File: src/rtl/config_params_update_pkg.sv
// Shared types for the config parameter update stage: queued entry, epoch FSM states,
// and the drop counter width.
package config_params_update_pkg;

    typedef logic [31:0] ParallelReadWriteConfigurationParameterField;
    typedef logic [7:0]  ParallelReadWriteConfigurationMeta;

    localparam int CONFIG_PARAMS_UPDATE_DROP_COUNT_WIDTH = 16;
    localparam int CONFIG_PARAMS_UPDATE_MASK_WIDTH       = 8;
    // Entry slot field is sized for the default mask width of the select stage.
    localparam int CONFIG_PARAMS_UPDATE_SLOT_WIDTH       = $clog2(CONFIG_PARAMS_UPDATE_MASK_WIDTH);

    typedef struct packed {
        logic [CONFIG_PARAMS_UPDATE_SLOT_WIDTH-1:0]   slot;
        ParallelReadWriteConfigurationParameterField params;
        ParallelReadWriteConfigurationMeta           meta;
    } ConfigParamsUpdateEntry;

    typedef enum logic [1:0] {
        IDLE  = 2'd0,
        ARMED = 2'd1,
        READY = 2'd2
    } ConfigParamsUpdateState;

endpackage

File: src/rtl/config_params_update_fifo.sv
// Show-ahead FIFO of update entries with synchronous flush; a push into a full FIFO
// is accepted only when a pop happens in the same cycle.
module config_params_update_fifo
    import config_params_update_pkg::*;
#(
    parameter int DEPTH = 4
) (
    input  logic                   clk,
    input  logic                   rst,
    input  logic                   flush,
    input  logic                   push,
    input  logic                   pop,
    input  ConfigParamsUpdateEntry entry,
    output ConfigParamsUpdateEntry head,
    output logic                   full,
    output logic                   empty
);

    localparam int AW = $clog2(DEPTH);
    localparam logic [AW:0] PTR_ONE = 1;

    ConfigParamsUpdateEntry mem [DEPTH];
    logic [AW:0]   wr_ptr;
    logic [AW:0]   rd_ptr;
    logic [AW-1:0] wr_addr;
    logic          pop_ok;
    logic          push_ok;

    assign empty   = (wr_ptr == rd_ptr);
    assign full    = (wr_ptr[AW] != rd_ptr[AW]) && (wr_ptr[AW-1:0] == rd_ptr[AW-1:0]);
    assign pop_ok  = pop & ~empty & ~flush;
    assign push_ok = push & (flush | ~full | pop_ok);
    assign wr_addr = flush ? '0 : wr_ptr[AW-1:0];
    assign head    = mem[rd_ptr[AW-1:0]];

    always_ff @(posedge clk or posedge rst) begin
        if (rst) begin
            wr_ptr <= '0;
            rd_ptr <= '0;
            for (int i = 0; i < DEPTH; i++) begin
                mem[i] <= '0;
            end
        end else begin
            if (push_ok) begin
                mem[wr_addr] <= entry;
            end
            if (flush) begin
                // A capture coinciding with the flush becomes the first entry of the new epoch.
                rd_ptr <= '0;
                wr_ptr <= push_ok ? PTR_ONE : '0;
            end else begin
                if (push_ok) wr_ptr <= wr_ptr + PTR_ONE;
                if (pop_ok)  rd_ptr <= rd_ptr + PTR_ONE;
            end
        end
    end

endmodule

File: src/rtl/config_params_update_stage.sv
// Captures selected parameter fields into a FIFO, applies them to per-slot shadow banks,
// and flags config ready per epoch. Optional macro: CONFIG_PARAMS_UPDATE_DROP_COUNT_EN.
//   state | meaning
//   IDLE  | no epoch open, captures discarded
//   ARMED | epoch open, waiting for all expected slots to be applied
//   READY | expected slots applied, config_ready_out high
module config_params_update_stage
    import config_params_update_pkg::*;
#(
    parameter int MASK_WIDTH = 8,
    parameter int FIFO_DEPTH = 4
) (
    input  logic                                                   ap_clk,
    input  logic                                                   areset,
    input  logic                                                   pulse_in,
    input  logic [MASK_WIDTH-1:0]                                  kernel_valid_in,
    input  ParallelReadWriteConfigurationParameterField            config_params_in,
    input  ParallelReadWriteConfigurationMeta                      config_meta_in,
    input  logic                                                   start_in,
    input  logic [MASK_WIDTH-1:0]                                  expected_mask_in,
    input  logic                                                   apply_ready_in,
    output logic                                                   apply_valid_out,
    output logic [$clog2(MASK_WIDTH)-1:0]                          apply_slot_out,
    output ParallelReadWriteConfigurationParameterField            apply_params_out,
    output ParallelReadWriteConfigurationParameterField [MASK_WIDTH-1:0] params_bank_out,
    output ParallelReadWriteConfigurationMeta [MASK_WIDTH-1:0]     meta_bank_out,
    output logic [MASK_WIDTH-1:0]                                  slot_updated_out,
    output logic                                                   config_ready_out,
    output logic                                                   overflow_out,
    output logic [CONFIG_PARAMS_UPDATE_DROP_COUNT_WIDTH-1:0]       drop_count_out
);

    localparam int SLOT_W = $clog2(MASK_WIDTH);

    ConfigParamsUpdateState state, state_next;
    ConfigParamsUpdateEntry wr_entry, head;
    logic                   fifo_full, fifo_empty;
    logic                   capture, push_en, push_ok, pop_fire, drop;
    logic [SLOT_W-1:0]      cap_slot;
    logic [MASK_WIDTH-1:0]  expected_mask;

    always_comb begin
        cap_slot = '0;
        for (int i = MASK_WIDTH - 1; i >= 0; i--) begin
            if (kernel_valid_in[i]) cap_slot = SLOT_W'(i);
        end
    end

    assign capture  = pulse_in & (|kernel_valid_in);
    assign push_en  = capture & (start_in | (state != IDLE));
    assign pop_fire = apply_valid_out & apply_ready_in & ~start_in;
    assign push_ok  = push_en & (start_in | ~fifo_full | pop_fire);
    assign drop     = push_en & ~push_ok;
    assign wr_entry = '{slot: cap_slot, params: config_params_in, meta: config_meta_in};

    config_params_update_fifo #(
        .DEPTH (FIFO_DEPTH)
    ) u_fifo (
        .clk   (ap_clk),
        .rst   (areset),
        .flush (start_in),
        .push  (push_en),
        .pop   (pop_fire),
        .entry (wr_entry),
        .head  (head),
        .full  (fifo_full),
        .empty (fifo_empty)
    );

    assign apply_valid_out  = ~fifo_empty;
    assign apply_slot_out   = head.slot;
    assign apply_params_out = head.params;

    always_comb begin
        state_next = state;
        case (state)
            IDLE:    state_next = IDLE;
            ARMED:   if (fifo_empty && !push_ok &&
                         ((slot_updated_out & expected_mask) == expected_mask)) state_next = READY;
            READY:   state_next = READY;
            default: state_next = IDLE;
        endcase
        if (start_in) state_next = ARMED;
    end

    always_ff @(posedge ap_clk or posedge areset) begin
        if (areset) begin
            state            <= IDLE;
            config_ready_out <= 1'b0;
            expected_mask    <= '0;
            overflow_out     <= 1'b0;
        end else begin
            state            <= state_next;
            config_ready_out <= (state_next == READY);
            if (start_in) begin
                expected_mask <= expected_mask_in;
                overflow_out  <= 1'b0;
            end else if (drop) begin
                overflow_out  <= 1'b1;
            end
        end
    end

    always_ff @(posedge ap_clk or posedge areset) begin
        if (areset) begin
            params_bank_out  <= '0;
            meta_bank_out    <= '0;
            slot_updated_out <= '0;
        end else begin
            if (start_in) begin
                slot_updated_out <= '0;
            end else if (pop_fire) begin
                slot_updated_out[head.slot] <= 1'b1;
            end
            if (pop_fire) begin
                params_bank_out[head.slot] <= head.params;
                meta_bank_out[head.slot]   <= head.meta;
            end
        end
    end

`ifdef CONFIG_PARAMS_UPDATE_DROP_COUNT_EN
    localparam logic [CONFIG_PARAMS_UPDATE_DROP_COUNT_WIDTH-1:0] DROP_ONE = 1;
    logic idle_discard;

    assign idle_discard = capture & ~start_in & (state == IDLE);

    always_ff @(posedge ap_clk or posedge areset) begin
        if (areset) begin
            drop_count_out <= '0;
        end else if (start_in) begin
            drop_count_out <= '0;
        end else if ((drop || idle_discard) && (drop_count_out != '1)) begin
            drop_count_out <= drop_count_out + DROP_ONE;
        end
    end
`else
    assign drop_count_out = '0;
`endif

endmodule

File: config.mk
export PLATFORM = sky130hd
export DESIGN_NAME = config_params_update_stage
export DESIGN_NICKNAME = d
export VERILOG_FILES = /design/src/rtl/config_params_update_pkg.sv /design/src/rtl/config_params_update_fifo.sv /design/src/rtl/config_params_update_stage.sv
export SDC_FILE = /design/constraint.sdc
export NUM_CORES = 1
export LEC_CHECK = 0
export CORE_AREA = 2 2 209 211
export CTS_BUF_LIST = sky130_fd_sc_hd__clkbuf_8
export DETAILED_ROUTE_END_ITERATION = 8
export DIE_AREA = 0 0 211 213
export PLACE_DENSITY = 0.79
export SLEW_MARGIN = 20
export SYNTH_ARGS = -nofsm -noshare
export SYNTH_HDL_FRONTEND = slang
export SYNTH_HIERARCHICAL = 1
export SYNTH_SLANG_ARGS = --single-unit
File: constraint.sdc
create_clock -name ap_clk -period 15.1 [get_ports ap_clk]
set_input_delay 3.02 -clock ap_clk [delete_from_list [all_inputs] [get_ports ap_clk]]
set_output_delay 3.02 -clock ap_clk [all_outputs]
set_load 0.02 [all_outputs]
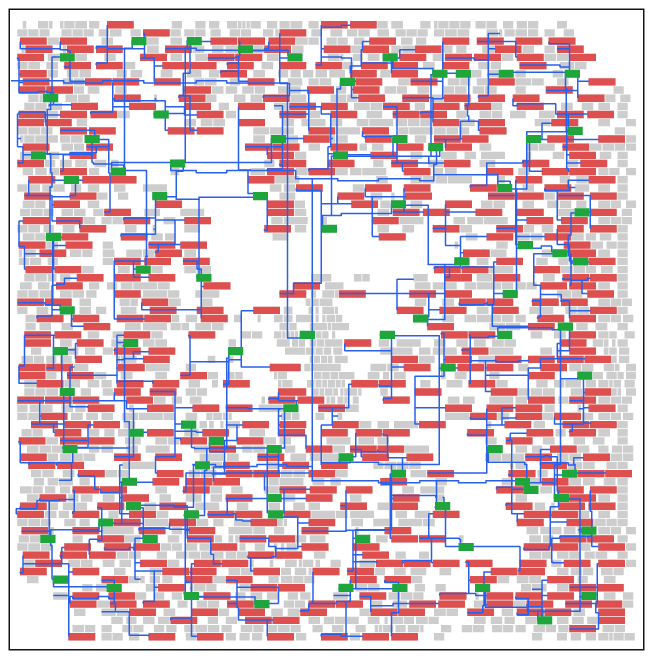
Figure 1: clock distribution.
Scale: 3 px per um.
- clock drivers: green (count 85)
- flip-flops: red (count 518)
- clock wires: blue (length 6780 um)
- routed clock nets: 86

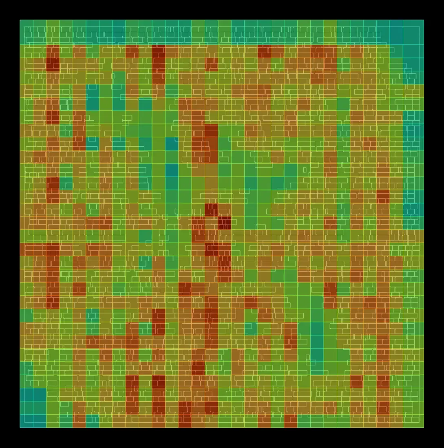
Figure 2: track usage over the die.
global routing met1 resource utilization: 32.28%
global routing met2 resource utilization: 38.71%
total global-route track usage: 24.45%
Final Core Density: 64.36%
gr busiest metal: met2

==> impl_metrics.tcl <==
# collected from the flow reports
set metrics [dict create \
    top_cell "dfrtp_1" \
    max_stage_delay_ns 0.73 \
    end_kind "output port" \
    place_ws_ns 8.935 \
    worstMarginPinSlew_ns 1.051 \
    warning_count 34 \
    grt_max_degree 138 \
    synth_warnings 6 \
    nets 1787 \
    cts_tree "done" \
    top_cell_area_share_pct 61.40 \
    ys_area_sq_um 21110 \
    clkLatencyLatePin_ns 0.65 \
    yosysUniqueCellTypes 53 \
    ys_seq_share_pct 61.40 \
    power.leakage_uw 0.01250 \
    num_io_pins 443 \
    crit_family "buffers and inverters" \
    netlist_top_cells_count "dfrtp_1 (518), mux2_2 (446), mux2_4 (51)" \
    outcome "completed" \
    dpl.hpwl_um 34090 \
    simple_gate_share_pct 1.286 \
    fin_worst_skew_ns 0.02610 \
    crit_chain "buf_4 > xor2_2 > or2_2 > nor2_1 > inv_1 > clkdlybuf4s50_1" \
    dpl_cell_area_sq_um 25680 \
    path_clk_slew_ns 0.06 \
    synth-main-ff-cell "dfrtp_1" \
]
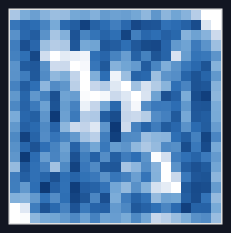
Figure 3: cell density map.
Scale: 1 px per um. 21 x 21 tiles, from white (low) to dark blue (high), 0 to 100% covered.
- tiles over 75% full: 31%
- nearly empty tiles: 3.6%
- mean over tiles: 60%
- fullest tile: 96%
- emptiest ninth of the die: center

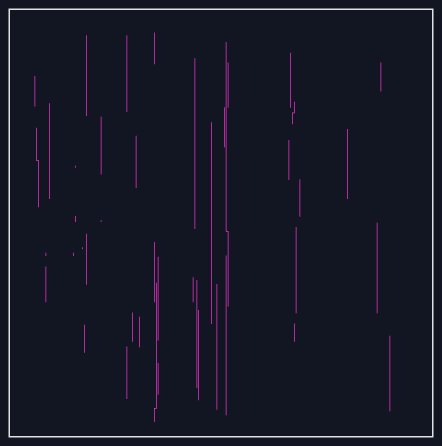
Figure 4: M4 wires.
Scale: 2 px per um.
- share of all routed wire: 2.6%
- longest straight run: 101 um
- wire length on this layer: 1400 um
vias post-DR: 12520
total routed wirelength: 53900 um

==> state kept, by name, indices dropped and copies added, names as in the netlist <==
| register | flops |
|---|---|
| expected_mask | 8 |
| meta_bank_out | 64 |
| slot_updated_out | 8 |
| u_fifo/rd_ptr | 3 |
| params_bank_out | 256 |
| u_fifo/mem | 172 |
| state | 2 |
| config_ready_out | 1 |
| overflow_out | 1 |
| u_fifo/wr_ptr | 3 |
==> kinds of logic (layout without fill, tap and decap cells) <==
family / count (synthesis) / in the layout
multiplexers: 544 / 544
flip-flops: 518 / 518
buffers and inverters: 101 / 613
AND/OR/NAND/NOR: 48 / 48
AND-OR/OR-AND: 34 / 34
XOR/XNOR: 6 / 6
adder cells (fa/ha/maj): 5 / 5
other: 1 / 18
==> power breakdown <==
part | internal [uW] | total, uW | leakage (uW) | switching [uW]
Sequential | 1820 | 2040 | 0.00669 | 224
Clock | 703 | 1260 | 0.00101 | 552
Combinational | 923 | 1750 | 0.00480 | 828
==> path summary, 6_finish.rpt <==
kind,from,endpoint,slack (ns),depth (start not counted)
max in group asynchronous,areset,params_bank_out[120],9.77,4
max reg2reg,u_fifo/rd_ptr[1],u_fifo/mem[92],10.95,9
max,u_fifo/rd_ptr[1],apply_valid_out,8.57,6
min reg2reg,u_fifo/mem[123],u_fifo/mem[123],0.49,1
min in group asynchronous,areset,params_bank_out[9],3.05,2
min,u_fifo/mem[123],u_fifo/mem[123],0.49,1
==> layer usage <==
layer | GRT usage, % | share of wire [%] | vias to the layer above
met5 | 0 | 0.12 | -
met4 | 8.184 | 2.6 | 10
met3 | 7.545 | 7.3 | 98
met2 | 38.71 | 48 | 391
met1 | 32.28 | 42 | 6572
li1 | - | - | 5451
==> layout make-up <==
cell class	count	area (sq um)
fill	3062	15220
sequential	518	12970
multi-input combinational	653	7553
timing repair buffer	443	4412
clock buffer	110	1514
tap	546	683.2
clock inverter	40	257.7
inverter	20	87.58
antenna	2	5.005
==> layout by cell type (no fill, tap or decap), drive strengths merged, types with 2 or more instances in the layout <==
cell type        n
nand2           10
dfrtp          518
a21o             2
and3             3
a211oi           2
ha               5
diode            2
a21oi            5
nor2b            8
nor3             3
mux4            43
mux2           500
clkinv          10
bufinv           3
buf             17
or4              2
and2             2
nor2            10
inv             45
clkbuf         110
clkinvlp         2
nor3b            3
o21ai           13
xor2             5
clkdlybuf4s50  426
conb            16
==> through the flow <==
step	hold slack, ns	power [uW]
after CTS	0.4933	5104
after detailed placement	0.4789	3817
final	0.4896	5046
after global routing	0.5052	5297
after global placement	0.4637	3755
after floorplan	0.4532	2978
No activity file was given, so power comes from the tool's default toggle rates.
